### config.mk
export PLATFORM = sky130hd
export DESIGN_NAME = conv_sequencer
export DESIGN_NICKNAME = d
export VERILOG_FILES = /design/src/rtl/conv_pkg.sv /design/src/rtl/conv_addr_gen.sv /design/src/rtl/conv_sequencer.sv
export SDC_FILE = /design/constraint.sdc
export NUM_CORES = 1
export LEC_CHECK = 0
export CAP_MARGIN = 20
export CELL_PAD_IN_SITES_DETAIL_PLACEMENT = 1
export CELL_PAD_IN_SITES_GLOBAL_PLACEMENT = 2
export CORE_MARGIN = 2
export CORE_UTILIZATION = 34
export DETAILED_ROUTE_END_ITERATION = 8
export GPL_ROUTABILITY_DRIVEN = 0
export PLACE_DENSITY_LB_ADDON = 0.1
export SLEW_MARGIN = 20
export SYNTH_ARGS = -nofsm -noshare
export SYNTH_HDL_FRONTEND = slang
export SYNTH_HIERARCHICAL = 1
export SYNTH_SLANG_ARGS = --single-unit
export TNS_END_PERCENT = 100
### constraint.sdc
create_clock -name clk -period 4.1 [get_ports clk]
set_input_delay 0.82 -clock clk [delete_from_list [all_inputs] [get_ports clk]]
set_output_delay 0.82 -clock clk [all_outputs]
set_load 0.005 [all_outputs]
### src/rtl/conv_pkg.sv
// -----------------------------------------------------------------------------
// conv_pkg
// Shared definitions for the convolution block: address/count widths, the
// datapath sample/accumulator types and the sequencer state encoding.
// Optional build macro used by conv_sequencer: CONV_SEQ_PERF_EN.
// -----------------------------------------------------------------------------
package conv_pkg;

  localparam int CONV_XW  = 10;  // x/y address and sample-count width
  localparam int CONV_HW  = 6;   // h address width
  localparam int CONV_KW  = 3;   // tap-count width
  localparam int CONV_DW  = 8;   // signed sample / coefficient width
  localparam int CONV_ACW = 16;  // signed accumulator width

  typedef logic signed [CONV_DW-1:0]  conv_data_t;
  typedef logic signed [CONV_ACW-1:0] conv_acc_t;

  typedef enum logic [2:0] {
    ST_IDLE   = 3'd0,
    ST_CLEAR  = 3'd1,
    ST_ISSUE  = 3'd2,
    ST_DRAIN  = 3'd3,
    ST_WRITE  = 3'd4,
    ST_FINISH = 3'd5
  } conv_seq_state_t;

  // A compute is in progress from CLEAR through WRITE; FINISH is not busy.
  function automatic logic conv_is_busy(input conv_seq_state_t s);
    return (s == ST_CLEAR) || (s == ST_ISSUE) || (s == ST_DRAIN) || (s == ST_WRITE);
  endfunction

endpackage

### src/rtl/conv_addr_gen.sv
// -----------------------------------------------------------------------------
// conv_addr_gen
// Output index (n) and tap index (k) counters for the convolution sequencer,
// together with the latched sample count (Ir) and tap count (Kr).
// Ports:
//   clk, reset        clock, asynchronous active-low reset
//   cfg_load          latch i_cfg/k_cfg into Ir/Kr
//   i_cfg, k_cfg      sample count / tap count to latch
//   n_clr, n_inc      clear / increment n
//   k_clr, k_inc      clear / increment k
//   n_out             current output index (y address)
//   tap_addr          k zero-extended to the h address width
//   samp_addr         n-k, the x address for the current tap
//   last_tap          current k is the final tap for this output
//   last_out          current n is the final output
// -----------------------------------------------------------------------------
module conv_addr_gen
  import conv_pkg::*;
#(
  parameter int XW = CONV_XW,
  parameter int HW = CONV_HW,
  parameter int KW = CONV_KW
) (
  input  logic          clk,
  input  logic          reset,
  input  logic          cfg_load,
  input  logic [XW-1:0] i_cfg,
  input  logic [KW-1:0] k_cfg,
  input  logic          n_clr,
  input  logic          n_inc,
  input  logic          k_clr,
  input  logic          k_inc,
  output logic [XW-1:0] n_out,
  output logic [HW-1:0] tap_addr,
  output logic [XW-1:0] samp_addr,
  output logic          last_tap,
  output logic          last_out
);

  logic [XW-1:0] ir_reg;
  logic [KW-1:0] kr_reg;
  logic [XW-1:0] n_reg;
  logic [KW-1:0] k_reg;
  logic [XW-1:0] k_ext;

  always_ff @(posedge clk or negedge reset) begin
    if (!reset) begin
      ir_reg <= '0;
      kr_reg <= '0;
      n_reg  <= '0;
      k_reg  <= '0;
    end else begin
      if (cfg_load) begin
        ir_reg <= i_cfg;
        kr_reg <= k_cfg;
      end
      if (n_clr) begin
        n_reg <= '0;
      end else if (n_inc) begin
        n_reg <= n_reg + XW'(1);
      end
      if (k_clr) begin
        k_reg <= '0;
      end else if (k_inc) begin
        k_reg <= k_reg + KW'(1);
      end
    end
  end

  assign k_ext     = {{(XW-KW){1'b0}}, k_reg};
  assign n_out     = n_reg;
  assign tap_addr  = {{(HW-KW){1'b0}}, k_reg};
  // k never exceeds n, so the subtraction cannot wrap.
  assign samp_addr = n_reg - k_ext;
  // Taps for output n stop at min(Kr, n+1): either all taps used or x[0] reached.
  assign last_tap  = (k_reg == (kr_reg - KW'(1))) || (k_ext == n_reg);
  assign last_out  = (n_reg == (ir_reg - XW'(1)));

endmodule

### src/rtl/conv_sequencer.sv
// -----------------------------------------------------------------------------
// conv_sequencer
// Control sequencer for the convolution datapath. In IDLE it steers streamed
// taps/samples into the h/x memories; on start it walks the causal truncated
// convolution y[n] = sum h[k]*x[n-k], n = 0..I-1, driving memory addresses,
// write enables and the accumulator controls, then pulses done.
// Ports:
//   clk, reset            clock, asynchronous active-low reset
//   I, K                  sample and tap counts, sampled on accepted start
//   start                 compute request pulse
//   load_h, load_x        write strobes for the next h / x slot
//   addr_x, wr_en_x       x memory address / write enable
//   addr_h, wr_en_h       h memory address / write enable
//   addr_y, wr_en_y       y memory address / write enable
//   clear_acc, acc_en     accumulator clear / accumulate
//   busy, done            compute in progress / one-cycle completion pulse
//   perf_cycles           (only with CONV_SEQ_PERF_EN) compute cycle counter
// Build macro: CONV_SEQ_PERF_EN adds the perf_cycles counter and port.
// -----------------------------------------------------------------------------
module conv_sequencer
  import conv_pkg::*;
#(
  parameter int XW = CONV_XW,
  parameter int HW = CONV_HW,
  parameter int KW = CONV_KW
) (
  input  logic          clk,
  input  logic          reset,
  input  logic [XW-1:0] I,
  input  logic [KW-1:0] K,
  input  logic          start,
  input  logic          load_h,
  input  logic          load_x,
  output logic [XW-1:0] addr_x,
  output logic          wr_en_x,
  output logic [HW-1:0] addr_h,
  output logic          wr_en_h,
  output logic [XW-1:0] addr_y,
  output logic          wr_en_y,
  output logic          clear_acc,
  output logic          acc_en,
  output logic          busy,
  output logic          done
`ifdef CONV_SEQ_PERF_EN
  , output logic [19:0] perf_cycles
`endif
);

  conv_seq_state_t state_reg, state_next;

  logic [HW-1:0] hptr_reg, hptr_next;
  logic [XW-1:0] xptr_reg, xptr_next;
  logic          acc_en_reg;

  logic [HW:0]   hptr_inc, k_lim;
  logic [XW:0]   xptr_inc, i_lim;

  logic          h_wr, x_wr, start_ok;
  logic          cfg_load, n_clr, n_inc, k_clr, k_inc;
  logic [XW-1:0] n_cur, samp_addr;
  logic [HW-1:0] tap_addr;
  logic          last_tap, last_out;

  // Load steering. Gating with reset keeps the write enables low while reset
  // is held, even if a strobe is already active.
  assign h_wr     = reset && (state_reg == ST_IDLE) && load_h;
  assign x_wr     = reset && (state_reg == ST_IDLE) && load_x && !load_h;
  assign start_ok = (state_reg == ST_IDLE) && start && !load_h && !load_x;

  // Pointer wrap uses one extra bit so that a count shrunk below the current
  // pointer still wraps to 0 instead of running on.
  assign hptr_inc  = {1'b0, hptr_reg} + {{HW{1'b0}}, 1'b1};
  assign k_lim     = {{(HW+1-KW){1'b0}}, K};
  assign hptr_next = ((K == '0) || (hptr_inc >= k_lim)) ? '0 : hptr_inc[HW-1:0];

  assign xptr_inc  = {1'b0, xptr_reg} + {{XW{1'b0}}, 1'b1};
  assign i_lim     = {1'b0, I};
  assign xptr_next = ((I == '0) || (xptr_inc >= i_lim)) ? '0 : xptr_inc[XW-1:0];

  conv_addr_gen #(
    .XW(XW),
    .HW(HW),
    .KW(KW)
  ) u_addr_gen (
    .clk       (clk),
    .reset     (reset),
    .cfg_load  (cfg_load),
    .i_cfg     (I),
    .k_cfg     (K),
    .n_clr     (n_clr),
    .n_inc     (n_inc),
    .k_clr     (k_clr),
    .k_inc     (k_inc),
    .n_out     (n_cur),
    .tap_addr  (tap_addr),
    .samp_addr (samp_addr),
    .last_tap  (last_tap),
    .last_out  (last_out)
  );

  always_ff @(posedge clk or negedge reset) begin
    if (!reset) begin
      state_reg  <= ST_IDLE;
      hptr_reg   <= '0;
      xptr_reg   <= '0;
      acc_en_reg <= 1'b0;
    end else begin
      state_reg <= state_next;
      if (h_wr) begin
        hptr_reg <= hptr_next;
      end
      if (x_wr) begin
        xptr_reg <= xptr_next;
      end
      // Memory reads return one cycle after the ISSUE address.
      acc_en_reg <= (state_reg == ST_ISSUE);
    end
  end

  always_comb begin
    state_next = state_reg;
    cfg_load   = 1'b0;
    n_clr      = 1'b0;
    n_inc      = 1'b0;
    k_clr      = 1'b0;
    k_inc      = 1'b0;
    case (state_reg)
      ST_IDLE: begin
        if (start_ok) begin
          cfg_load   = 1'b1;
          n_clr      = 1'b1;
          state_next = ((I == '0) || (K == '0)) ? ST_FINISH : ST_CLEAR;
        end
      end
      ST_CLEAR: begin
        k_clr      = 1'b1;
        state_next = ST_ISSUE;
      end
      ST_ISSUE: begin
        if (last_tap) begin
          state_next = ST_DRAIN;
        end else begin
          k_inc = 1'b1;
        end
      end
      ST_DRAIN: begin
        state_next = ST_WRITE;
      end
      ST_WRITE: begin
        if (last_out) begin
          state_next = ST_FINISH;
        end else begin
          n_inc      = 1'b1;
          state_next = ST_CLEAR;
        end
      end
      ST_FINISH: begin
        state_next = ST_IDLE;
      end
      default: begin
        state_next = ST_IDLE;
      end
    endcase
  end

  assign wr_en_h   = h_wr;
  assign wr_en_x   = x_wr;
  assign addr_h    = h_wr ? hptr_reg : ((state_reg == ST_ISSUE) ? tap_addr : '0);
  assign addr_x    = x_wr ? xptr_reg : ((state_reg == ST_ISSUE) ? samp_addr : '0);
  assign addr_y    = (state_reg == ST_WRITE) ? n_cur : '0;
  assign wr_en_y   = (state_reg == ST_WRITE);
  assign clear_acc = (state_reg == ST_CLEAR);
  assign acc_en    = acc_en_reg;
  assign busy      = conv_is_busy(state_reg);
  assign done      = (state_reg == ST_FINISH);

`ifdef CONV_SEQ_PERF_EN
  logic [19:0] perf_reg;

  // Counts elapsed cycles from the first to the last busy cycle of a run.
  always_ff @(posedge clk or negedge reset) begin
    if (!reset) begin
      perf_reg <= '0;
    end else if (start_ok) begin
      perf_reg <= '0;
    end else if (conv_is_busy(state_reg) && conv_is_busy(state_next)) begin
      perf_reg <= perf_reg + 20'd1;
    end
  end

  assign perf_cycles = perf_reg;
`endif

endmodule

Fig. 1: run 1, ports around the boundary
Drawn at 4 px/um. Pins as bars across the die edge, other pins in gray.
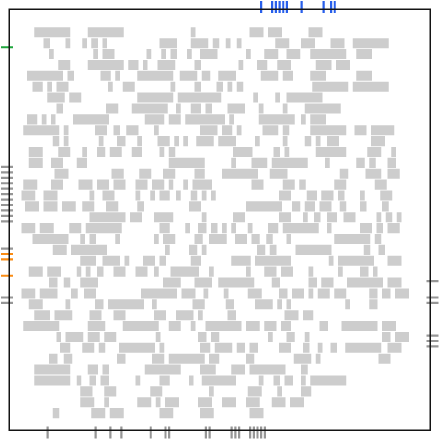
legend:
  I:
    color: blue
    pins: 10
    direction: input
    edge: top
  K:
    color: orange
    pins: 3
    direction: input
    edge: left
  clk:
    color: green
    pins: 1
    direction: input
    edge: left
all pins by edge: 18 left, 17 bottom, 10 top, 6 right
IO buf count: 50
Die X: 105 um
Die Span Y: 105 um

Fig. 2: run 1, met2 routing
Drawn at 3 px/um.
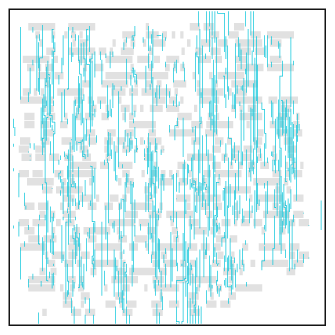
nets with wire on the layer: 395
longest straight run: 67.7 um
main direction: vertical
via count: 2,902
met2 usage: 28.6%
final wirelength: 9.59 mm

Fig. 3: run 1, the metal 3 layer
Drawn at 4 px/um.
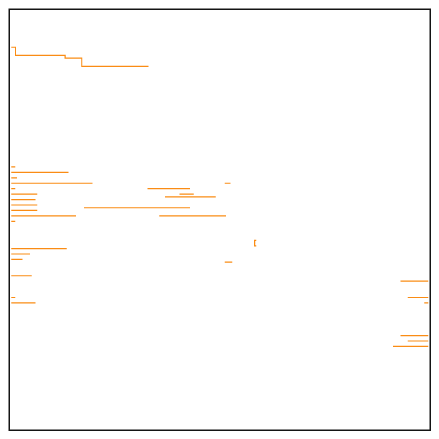
main direction: horizontal
longest straight run: 26.2 um
M3 GR Usage: 2.99%

## run 1: stage by stage
step	util (%)	hold slack, ps	total power [mW]	worst slack (ps)	cell area [sq um]
3_3_place_gp	41.5	512	2.25	704	4070
6_report	42.5	535	2.61	324	4180
5_1_grt	42.5	566	2.86	111	4180
3_5_place_dp	41.5	523	2.28	703	4070
4_1_cts	42.5	543	2.65	325	4180
2_1_floorplan	-	502	1.76	993	3470
## run 1: cells by family after synthesis
logic type	after synthesis
buf+inv	59
mux	11
xor+xnor	45
flops	46
fa+ha+maj	23
other cells	1
simple gates	133
compound gates	70
## run 1: layout by cell type (no fill, tap or decap), types with 8 or more instances in the layout
cell type | synthesis | routed
inv_1 | 36 | 36
nand3_1 | 8 | 8
xor2_1 | 25 | 25
clkdlybuf4s50_1 | 0 | 49
a21oi_1 | 9 | 9
and3_1 | 13 | 13
dfrtp_1 | 46 | 46
nor2_1 | 25 | 25
o21ai_0 | 21 | 21
nor3_1 | 8 | 8
nand2_1 | 38 | 38
mux2_2 | 9 | 9
xnor2_1 | 20 | 20
o31ai_1 | 8 | 8
ha_1 | 22 | 22
a22o_1 | 18 | 18
## run 1: layout make-up
type,instances,area (sq um)
Clock buffer,7,76.3
Clock inverter,1,30.0
Fill cell,1180,5640
Inverter,37,139
Multi-Input combinational cell,285,2070
Sequential cell,46,1150
Tap cell,133,166
Timing Repair Buffer,56,541
## run 1: worst register-to-register path: stages (launching register included)
cell       delay [ps]
dfrtp_1           460
inv_1             110
ha_1              330
nor2b_1           200
nand4bb_1         160
o41ai_2            80
a32o_1            210
and4_1            220
nor4_1            180
buf_4             190
o211a_1           150
and3_1            220
or3b_1            380
xor2_1            140
nor2_1             50
## run 1: report_power, final
group,total [mW],switching (mW),internal (mW)
clock,0.342,0.159,0.183
sequential,0.852,0.254,0.598
combinational,1.42,0.703,0.715
## run 1: metal layers
metal	part of all wire, %	GRT usage (%)
met2	46	28.6
met5	0	0
met3	2.6	2.99
met4	0.52	2.86
met1	50	26.2
## run 1: final timing paths
check	from	end	slack [ps]
setup / recovery	u_addr_gen/k_reg[1]$_DFFE_PN0P_	addr_x[7]	320
hold / removal	u_addr_gen/ir_reg[9]$_DFFE_PN0P_	u_addr_gen/ir_reg[9]$_DFFE_PN0P_	530
setup reg to reg	u_addr_gen/ir_reg[0]$_DFFE_PN0P_	u_addr_gen/n_out[9]$_DFFE_PN0P_	900
hold reg to reg	u_addr_gen/ir_reg[9]$_DFFE_PN0P_	u_addr_gen/ir_reg[9]$_DFFE_PN0P_	530
max in group asynchronous	reset	xptr_reg[0]$_DFFE_PN0P_	3000
min in group asynchronous	reset	u_addr_gen/k_reg[0]$_DFFE_PN0P_	670
==> flow_summary.toml, run 1 <==
# yosys + openroad results
[logic_synthesis]
synthTopLogicFamily = "simple AND/OR/NAND/NOR gates"
yosysMostFrequentCell = "dfrtp_1"
numSynthFlops = 46
synth_stat.cells = 388

[clock_network]
clock_sinks = 46
ctsHoldBuffers = 0
cts_tree = "built"
clock_latency_ps = 300

[detailed_routing]
drtAntennaViolNets = 0
avgRoutedWirePerCell_um = 17.0

[timing]
rsz0062_at_grt = "false"
worst_pin_slew_ps = 664
setup_violations = 0

[global_route]
overflow = 0
grt_pass1_vias = 3123

[setup_path]
crit_slowest_cell = "clkdlybuf4s50_1"
cp_num_buf_inv = 2
cp.arrival_ps = 2960
start_kind = "flop"
required_ps = 3280

[place]
dpl.cell_count = 557

[cells_and_area]
drive_gt1_share_pct = 7.87

[outcome]
status = "finished clean"

[hold_path]
hold_depth = 1

[floorplan]
design.core.area_sq_um = 9820

[run]
max_cap_viol_count = 0
==> inputs of run 2 (changes only) <==
--- a/config.mk
+++ b/config.mk
@@ -10,6 +10,7 @@
 export CELL_PAD_IN_SITES_GLOBAL_PLACEMENT = 2
 export CORE_MARGIN = 2
 export CORE_UTILIZATION = 34
+export CTS_CLUSTER_SIZE = 10
 export DETAILED_ROUTE_END_ITERATION = 8
 export GPL_ROUTABILITY_DRIVEN = 0
 export PLACE_DENSITY_LB_ADDON = 0.1
Fig. 4: run 2, the metal 3 layer
Drawn at 4 px/um.
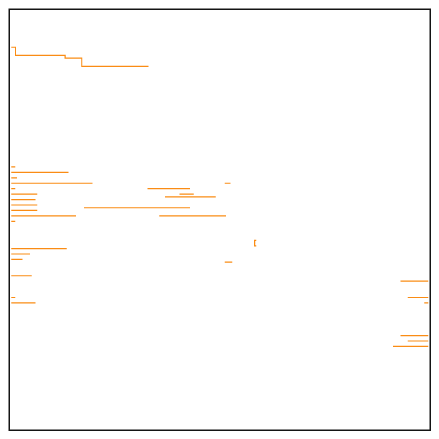
longest straight run: 26.2 um
main direction: horizontal
nets with wire on the layer: 29

==> flow_summary.toml, run 2 <==
# yosys + openroad results
[cells_and_area]
n_fill_cell = 1180
lay_top_count = "clkdlybuf4s50_1"
fin_util_pct = 42.5
drive_gt1_share_pct = 7.87
lay_top_cells = "clkdlybuf4s50_1 (49), dfrtp_1 (46), nand2_1 (38)"

[logic_synthesis]
synth_stat.cells = 388
yosysMostFrequentCell = "dfrtp_1"

[clock_network]
clock_latency_ps = 300
clock_sinks = 46

[floorplan]
design.core.area_sq_um = 9820
die_h_um = 105
die_w_um = 105

[outcome]
status = "finished clean"

[detailed_routing]
drtAntennaViolNets = 0
wl_mm = 9.59

[setup_path]
crit_slowest_cell = "clkdlybuf4s50_1"
required_ps = 3280
cp_num_buf_inv = 2
cp.arrival_ps = 2960
start_kind = "flop"

[timing]
rsz0062_at_grt = "false"
setup_violations = 0

[place]
io_buffers = 50

[global_route]
grt_pass1_vias = 3123

[run]
max_cap_viol_count = 0
Fig. 5: run 2, met2 routing
Drawn at 3 px/um.
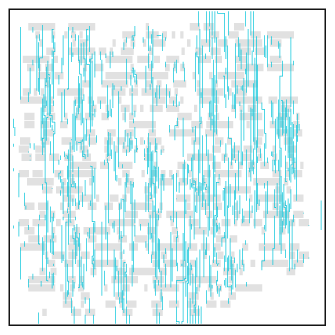
share of all routed wire: 46%
longest straight run: 67.7 um
main direction: vertical
wire length on this layer: 4,450 um

## run 2: final timing paths
kind | startpoint | to | slack [ps] | cells past startpoint
max | u_addr_gen/k_reg[1]$_DFFE_PN0P_ | addr_x[7] | 320 | 9
min | u_addr_gen/ir_reg[9]$_DFFE_PN0P_ | u_addr_gen/ir_reg[9]$_DFFE_PN0P_ | 530 | 1
max reg2reg | u_addr_gen/ir_reg[0]$_DFFE_PN0P_ | u_addr_gen/n_out[9]$_DFFE_PN0P_ | 900 | 14
min reg2reg | u_addr_gen/ir_reg[9]$_DFFE_PN0P_ | u_addr_gen/ir_reg[9]$_DFFE_PN0P_ | 530 | 1
max in group asynchronous | reset | xptr_reg[0]$_DFFE_PN0P_ | 3000 | 2
min in group asynchronous | reset | u_addr_gen/k_reg[0]$_DFFE_PN0P_ | 670 | 2
## run 2: power by group
group / switching [mW] / internal [mW] / leakage, nW
logic: 0.703 / 0.715 / 1.25
registers: 0.254 / 0.598 / 0.600
clock network: 0.159 / 0.183 / 0.0524
total: 1.12 / 1.50 / 1.90
## run 2: worst reg2reg max path: stages (launching register included)
cell,delay [ps]
dfrtp_1,460
inv_1,110
ha_1,330
nor2b_1,200
nand4bb_1,160
o41ai_2,80
a32o_1,210
and4_1,220
nor4_1,180
buf_4,190
o211a_1,150
and3_1,220
or3b_1,380
xor2_1,140
nor2_1,50
## run 2: per-stage QoR
stage	total power, mW	cells	instance area [sq um]	hold slack, ps	setup slack (ps)
5_1_grt	2.86	565	4180	566	111
4_1_cts	2.65	565	4180	543	325
3_5_place_dp	2.28	557	4070	523	703
3_3_place_gp	2.25	557	4070	512	704
2_1_floorplan	1.76	390	3470	502	993
6_report	2.61	565	4180	535	324
## run 2: cell families (layout without fill, tap and decap cells)
family,count (synthesis),after routing,synth area share (%)
AND-OR/OR-AND,70,70,14.6
XOR/XNOR,45,45,11.4
adder cells (fa/ha/maj),23,23,8.54
buffers and inverters,59,101,7.13
flip-flops,46,46,33.3
multiplexers,11,11,3.51
other,1,3,0.108
AND/OR/NAND/NOR,133,133,21.4
## run 2: cell type report
cell class	count	area, sq um	share of cell area, %
Multi-Input combinational cell	285	2070	49.7
Sequential cell	46	1150	27.6
Timing Repair Buffer	56	541	12.9
Tap cell	133	166	3.98
Inverter	37	139	3.32
Clock buffer	7	76.3	1.83
Clock inverter	1	30.0	0.719
## run 2: per-layer routing
metal	global-route usage (%)	routed length [um]	vias to the layer above
li1	-	-	1425
met1	26.2	4830	1437
met2	28.6	4450	35
met3	2.99	253	5
met4	2.86	50	0
met5	0	0	-
Fig. 6: run 2, ports around the boundary
Drawn at 4 px/um. Pins as bars across the die edge, other pins in gray.
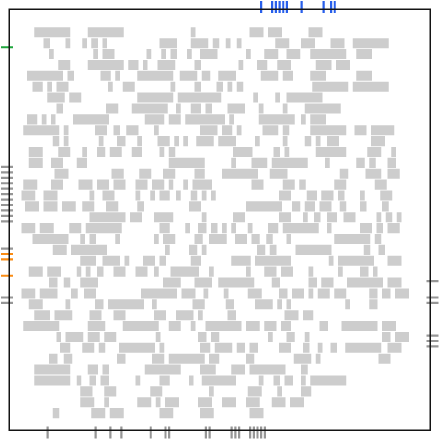

==> inputs of run 3 (changes only) <==
--- a/config.mk
+++ b/config.mk
@@ -5,11 +5,13 @@
 export SDC_FILE = /design/constraint.sdc
 export NUM_CORES = 1
 export LEC_CHECK = 0
+export ABC_AREA = 1
 export CAP_MARGIN = 20
 export CELL_PAD_IN_SITES_DETAIL_PLACEMENT = 1
 export CELL_PAD_IN_SITES_GLOBAL_PLACEMENT = 2
+export CORE_ASPECT_RATIO = 1.1
 export CORE_MARGIN = 2
-export CORE_UTILIZATION = 34
+export CORE_UTILIZATION = 31
 export CTS_CLUSTER_SIZE = 10
 export DETAILED_ROUTE_END_ITERATION = 8
 export GPL_ROUTABILITY_DRIVEN = 0
Fig. 7: run 3, ports around the boundary
Drawn at 3 px/um. Pins as bars across the die edge, other pins in gray.
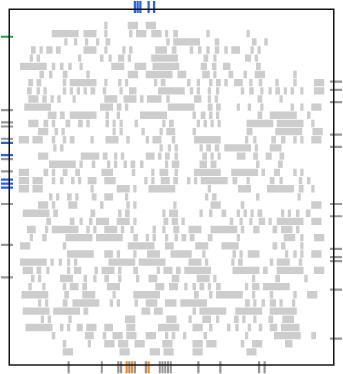
legend:
  K:
    color: orange
    pins: 3
    direction: input
    edge: bottom
  clk:
    color: green
    pins: 1
    direction: input
    edge: left
  I:
    color: blue
    pins: 10
    direction: input
    edge: 5 left, 5 top
all pins by edge: 19 bottom, 15 left, 12 right, 5 top
Die Span Y: 118 um
Die X: 108 um

Fig. 8: run 3, the metal 3 layer
Drawn at 3 px/um.
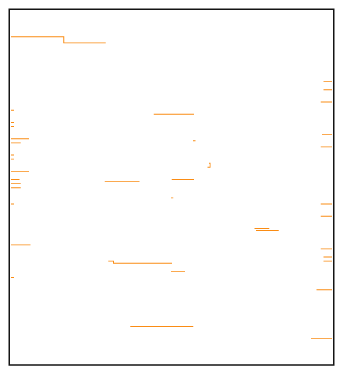
main direction: horizontal
wire length on this layer: 202 um
longest straight run: 20.7 um
nets with wire on the layer: 32
share of all routed wire: 1.8%
M3 GR Usage: 2.21%
via count: 3,421
final wirelength: 11.0 mm

==> flow_summary.toml, run 3 <==
# yosys + openroad results
[place]
dpl.cell_count = 716
placed_cell_area_sq_um = 4290
io_buffers = 50

[global_route]
overflow = 0
grt_pass1_vias = 3563

[logic_synthesis]
yosysMostFrequentCell = "nand2_1"
synth_stat.cells = 523
synth-compound-area-share_pct = 11.7
numSynthFlops = 46
ys_sh_adder_pct = 8.05
ys_top_cells_by_count = "nand2_1 (131), inv_1 (89), nor2_1 (58)"
mux_share_pct = 0.922
synthesis.area_sq_um = 3670
synthTopLogicFamily = "simple AND/OR/NAND/NOR gates"
ys_sh_xor_pct = 4.54

[floorplan]
design.core.area_sq_um = 11500

[clock_network]
clock_latency_ps = 290
cts_tree = "built"
cts_made_buffers = 5
post_cts_buffers = 0
clock_sinks = 46
ctsHoldBuffers = 0

[setup_path]
cp.arrival_ps = 2800
required_ps = 3280
start_kind = "flop"

[timing]
setup_violations = 0
worst_pin_slew_ps = 629
rsz0062_at_grt = "false"
hold_ws_ps = 493

[cells_and_area]
lay_top_count = "nand2_1"
fin_util_pct = 38.6
fin_area_sq_um = 4440
lay_top_cells = "nand2_1 (131), inv_1 (89), nor2_1 (58)"
fin_cells = 724

[run]
max_cap_viol_count = 0

[detailed_routing]
avgRoutedWirePerCell_um = 15.3

[outcome]
status = "finished clean"
==> run 3: path summary, 6_finish.rpt <==
kind	start	to	slack, ps	cells after the start
min in group asynchronous	reset	state_reg[0]$_DFFE_PN0P_	680	2
setup reg to reg	u_addr_gen/ir_reg[0]$_DFFE_PN0P_	u_addr_gen/n_out[6]$_DFFE_PN0P_	1280	19
setup / recovery	u_addr_gen/n_out[0]$_DFFE_PN0P_	addr_x[6]	480	9
max in group asynchronous	reset	u_addr_gen/n_out[7]$_DFFE_PN0P_	2990	2
hold reg to reg	hptr_reg[3]$_DFFE_PN0P_	hptr_reg[3]$_DFFE_PN0P_	490	2
hold / removal	hptr_reg[3]$_DFFE_PN0P_	hptr_reg[3]$_DFFE_PN0P_	490	2
==> run 3: layout make-up <==
class / instances / area [sq um] / share of cell area (%)
inverter: 96 / 360 / 8.11
sequential: 46 / 1150 / 25.9
clock inverter: 2 / 12.5 / 0.282
multi-input combinational: 372 / 2080 / 46.8
timing repair buffer: 52 / 510 / 11.5
clock buffer: 6 / 139 / 3.13
tap: 150 / 188 / 4.23
==> run 3: worst max-delay path: stages, from the launching register on <==
cell and delay, ps:
dfrtp_1 490, inv_2 100, ha_1 220, fa_1 410, o21ai_1 270, nor3_1 100
xor2_1 170, nand2_1 80, o21ai_0 130, clkdlybuf4s50_1 540
==> run 3: report_power, final <==
part / leakage, nW / internal [mW] / switching (mW) / total [mW]
Combinational: 1.54 / 0.644 / 0.878 / 1.52
Sequential: 0.600 / 0.597 / 0.204 / 0.801
Clock: 0.0729 / 0.242 / 0.176 / 0.418
==> run 3: cell families after synthesis <==
kind of cell	count (synthesis)
other	1
adder cells (fa/ha/maj)	23
multiplexers	3
flip-flops	46
AND-OR/OR-AND	72
buffers and inverters	107
AND/OR/NAND/NOR	252
XOR/XNOR	19
==> run 3: per-stage QoR <==
| step | setup WS (ps) | power [mW] |
|---|---|---|
| final | 477 | 2.74 |
| after global routing | 220 | 3.05 |
| after CTS | 448 | 2.79 |
| after global placement | 713 | 2.32 |
| after floorplan | 1600 | 1.80 |
| after detailed placement | 635 | 2.35 |
==> run 3: routing by layer <==
layer | GRT usage (%) | share of wire (%) | vias up
met5 | 0 | 0 | -
met4 | 3.77 | 0.83 | 0
met2 | 30.2 | 48 | 41
met1 | 25.8 | 50 | 1627
li1 | - | - | 1745
met3 | 2.21 | 1.8 | 8
Power and IR drop assume default switching activity.
